[config.mk]
export PLATFORM = sky130hd
export DESIGN_NAME = vram_arbiter
export DESIGN_NICKNAME = d
export VERILOG_FILES = /design/src/rtl/vram_arbiter.sv
export SDC_FILE = /design/constraint.sdc
export NUM_CORES = 1
export LEC_CHECK = 0
export ABC_CLOCK_PERIOD_IN_PS = 4450
export CORE_MARGIN = 4
export CORE_UTILIZATION = 47
export CTS_CLUSTER_SIZE = 8
export DETAILED_ROUTE_END_ITERATION = 6
export HOLD_SLACK_MARGIN = 0.02
export MAX_ROUTING_LAYER = met4
export PLACE_DENSITY_LB_ADDON = 0.05
export SETUP_SLACK_MARGIN = 0.4
export SLEW_MARGIN = 15
export SYNTH_ARGS = -nofsm -noshare
export SYNTH_HDL_FRONTEND = slang
export SYNTH_SLANG_ARGS = --single-unit
[constraint.sdc]
create_clock -name clk -period 4.45 [get_ports clk]
set_clock_uncertainty 0.1 [all_clocks]
set_input_delay 0.89 -clock clk [delete_from_list [all_inputs] [get_ports clk]]
set_output_delay 0.89 -clock clk [all_outputs]
set_load 0.005 [all_outputs]
[src/rtl/vram_arbiter.sv]
// vram_arbiter: shares the SDRAM controller between video, CPU and command engine, with periodic refresh.
// VRAM_ARB_ROUND_ROBIN_EN: cpu and cmd alternate priority instead of fixed cpu-over-cmd.
module vram_arbiter #(
  parameter int OP_CYCLES = 5,
  parameter int REFRESH_INTERVAL = 405
) (
  input  logic        clk,
  input  logic        resetn,
  input  logic        vid_req,
  input  logic [22:0] vid_addr,
  output logic        vid_ack,
  output logic [31:0] vid_rdata,
  input  logic        cpu_req,
  input  logic        cpu_we,
  input  logic [22:0] cpu_addr,
  input  logic [7:0]  cpu_wdata,
  output logic        cpu_ack,
  output logic [7:0]  cpu_rdata,
  input  logic        cmd_req,
  input  logic        cmd_we,
  input  logic [1:0]  cmd_size,
  input  logic [22:0] cmd_addr,
  input  logic [31:0] cmd_wdata,
  output logic        cmd_ack,
  output logic [31:0] cmd_rdata,
  output logic        mem_read,
  output logic        mem_write,
  output logic        mem_refresh,
  output logic [22:0] mem_addr,
  output logic [1:0]  mem_size,
  output logic [7:0]  mem_din8,
  output logic [15:0] mem_din16,
  output logic [31:0] mem_din32,
  input  logic [15:0] mem_dout16,
  input  logic [31:0] mem_dout32,
  input  logic        mem_enabled,
  output logic        refresh_overrun
);
  typedef enum logic [2:0] {INIT, IDLE, CMD, WAIT, DONE} state_t;
  localparam int WW = $clog2(OP_CYCLES);
  localparam int RW = $clog2(REFRESH_INTERVAL);
  localparam logic [1:0] SRC_REF = 2'd0, SRC_VID = 2'd1, SRC_CPU = 2'd2, SRC_CMD = 2'd3;
  state_t state, state_n;
  logic [1:0] src, src_n, size_n, size_q;
  logic [22:0] addr_n;
  logic grant, we_n, we_q, a0_q, cpu_win, done, rd_done, expire, ref_grant;
  logic [WW-1:0] wcnt;
  logic [RW-1:0] rcnt;
  logic refresh_pending;
  logic [31:0] vid_q, cmd_q, cmd_live;
  logic [7:0] cpu_q, byte_sel;
`ifdef VRAM_ARB_ROUND_ROBIN_EN
  logic cmd_first;
  assign cpu_win = cpu_req && !(cmd_req && cmd_first);
  always_ff @(posedge clk or negedge resetn)
    if (!resetn) cmd_first <= 1'b0;
    else if (grant && src_n == SRC_CPU) cmd_first <= 1'b1;
    else if (grant && src_n == SRC_CMD) cmd_first <= 1'b0;
`else
  assign cpu_win = cpu_req;
`endif
  always_comb begin
    state_n = state;
    src_n = refresh_pending ? SRC_REF : vid_req ? SRC_VID : cpu_win ? SRC_CPU : SRC_CMD;
    grant = state == IDLE && (refresh_pending || vid_req || cpu_req || cmd_req);
    we_n = src_n == SRC_CPU ? cpu_we : src_n == SRC_CMD ? cmd_we : 1'b0;
    addr_n = src_n == SRC_VID ? vid_addr : src_n == SRC_CPU ? cpu_addr : cmd_addr;
    size_n = src_n == SRC_VID ? 2'b10 : src_n == SRC_CPU ? 2'b00 : cmd_size == 2'b11 ? 2'b01 : cmd_size;
    case (state)
      INIT: state_n = mem_enabled ? IDLE : INIT;
      IDLE: state_n = grant ? CMD : IDLE;
      CMD: state_n = WAIT;
      WAIT: state_n = wcnt == WW'(1) ? DONE : WAIT;
      DONE: state_n = IDLE;
      default: state_n = INIT;
    endcase
  end
  always_ff @(posedge clk or negedge resetn)
    if (!resetn) state <= INIT;
    else state <= state_n;
  assign done = state == DONE;
  assign rd_done = done && !we_q;
  assign expire = state != INIT && rcnt == '0;
  assign ref_grant = grant && src_n == SRC_REF;
  assign byte_sel = a0_q ? mem_dout16[15:8] : mem_dout16[7:0];
  assign cmd_live = size_q == 2'b10 ? mem_dout32 : size_q == 2'b01 ? {16'b0, mem_dout16} : {24'b0, byte_sel};
  assign vid_ack = done && src == SRC_VID;
  assign cpu_ack = done && src == SRC_CPU;
  assign cmd_ack = done && src == SRC_CMD;
  // Read data is presented live in the DONE cycle and held from the capture afterwards.
  assign vid_rdata = rd_done && src == SRC_VID ? mem_dout32 : vid_q;
  assign cpu_rdata = rd_done && src == SRC_CPU ? byte_sel : cpu_q;
  assign cmd_rdata = rd_done && src == SRC_CMD ? cmd_live : cmd_q;
  always_ff @(posedge clk or negedge resetn)
    if (!resetn) begin
      mem_read <= 1'b0;
      mem_write <= 1'b0;
      mem_refresh <= 1'b0;
      mem_addr <= '0;
      mem_size <= '0;
      mem_din8 <= '0;
      mem_din16 <= '0;
      mem_din32 <= '0;
      refresh_overrun <= 1'b0;
      refresh_pending <= 1'b0;
      rcnt <= RW'(REFRESH_INTERVAL - 1);
      wcnt <= '0;
      src <= SRC_REF;
      we_q <= 1'b0;
      a0_q <= 1'b0;
      size_q <= '0;
      vid_q <= '0;
      cpu_q <= '0;
      cmd_q <= '0;
    end else begin
      mem_read <= grant && src_n != SRC_REF && !we_n;
      mem_write <= grant && src_n != SRC_REF && we_n;
      mem_refresh <= ref_grant;
      if (grant) begin
        src <= src_n;
        we_q <= we_n;
        a0_q <= addr_n[0];
        size_q <= size_n;
        mem_addr <= addr_n;
        mem_size <= size_n;
        mem_din8 <= src_n == SRC_CPU ? cpu_wdata : cmd_wdata[7:0];
      end
      if (grant && src_n == SRC_CMD) begin
        mem_din16 <= cmd_wdata[15:0];
        mem_din32 <= cmd_wdata;
      end
      wcnt <= state == CMD ? WW'(OP_CYCLES - 1) : state == WAIT ? wcnt - 1'b1 : wcnt;
      if (rd_done && src == SRC_VID) vid_q <= mem_dout32;
      if (rd_done && src == SRC_CPU) cpu_q <= byte_sel;
      if (rd_done && src == SRC_CMD) cmd_q <= cmd_live;
      if (state != INIT) rcnt <= rcnt == '0 ? RW'(REFRESH_INTERVAL - 1) : rcnt - 1'b1;
      // A new expiry wins over a same-cycle grant so no refresh is lost.
      refresh_pending <= expire || (refresh_pending && !ref_grant);
      if (expire && refresh_pending && !ref_grant) refresh_overrun <= 1'b1;
    end
endmodule

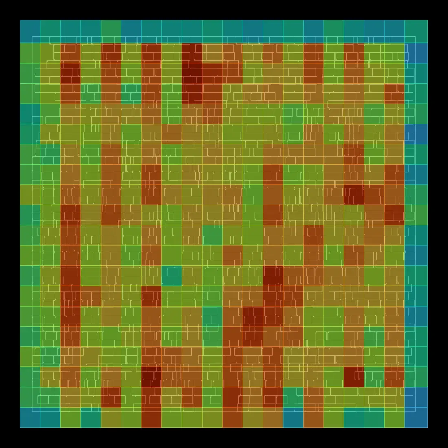
*Routing congestion*
GR Layer Usage met2: 44.90%
DR WL/cell: 20.91 um

==> impl_metrics.toml <==
# flow metrics
[place]
gp_congestion = 0.8743
detailed_place_hpwl_um = 18360
portBuffers = 326

[outcome]
outcome = "finished, final reports clean"

[sta]
drv_slew = 0
fin_hold_ws_ns = 0.3803
rsz0062_at_grt = "no"
layout_min_cycle_time_ns = 3.922

[power_and_ir_drop]
power_mw = 6.396
powerSeq_mw = 2.30
comb_power_mw = 2.63
p_leak_nw = 5.109
clkPwrFrac_pct = 22.9

[layout]
n_all_buffers = 344
seq_area_share_pct = 33.63
final_util_pct = 71.37
seq_area_mm2 = 0.004009
clock_area_share_pct = 4.965
fillers = 1221
area_growth_pct = 48.00

[floorplan]
rows = 47
fp.dieH_um = 138.9
die-area_mm2 = 0.01929
ios = 327
die_w_um = 138.9

[synth]
postSynthSeqShare_pct = 49.77
ys_chip_area_mm2 = 0.008054
yosysTopAreaCellShare_pct = 48.47
synth.mux.area_fraction_pct = 15.38
synthCells = 697
ys.flops = 160
synth-xor-area-share_pct = 0.3262
top_area_cell = "dfrtp_1"
synth_adder_area_share_pct = 0.4661
ys_cells = 697
synth_nets = 867

[critical_path]
r2r-start = "state[0]"
cp.required_ns = 3.46
crit_cells = 4
end_kind = "output pin"
path_max_fanout = 16
arrival_ns = 2.93
path_buffers = 1
crit_end = "vid_rdata[25]"
reg2reg_to = "mem_din32[16]"
slowest_stage = "or4b_4"
crit_start = "state[1]"
slowest_delay_ns = 0.71

[cts]
clkTransAtPathRegs_ns = 0.06
cts_root_buf = "clkbuf_16"
cts_tree = "done"
cts_buffer_depth = 2

[route]
finalWirelength_um = 25300
wl_met1_um = 10090
vias_per_cell = 5.628
vias = 6810

[global_route]
met1_usage_pct = 31.20
grt_pass1_wl_um = 39520
grt.busiest_layer = "met2"
grt_overflow = 0
grt_start_max_net_pins = 93
grt_pass1_vias = 6914

[min_path]
hold_start = "refresh_overrun"
whs_path_depth = 1
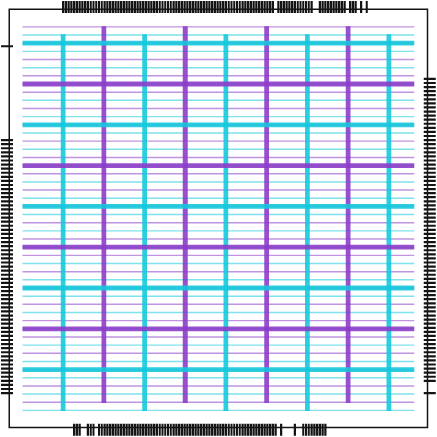
*Supply network*
Scale: 3 px per um. Pins as bars on the die edge.
net	colour
VSS	cyan
VDD	purple
rows	47
met1 rails	48
signal pins	327
met4 straps	9

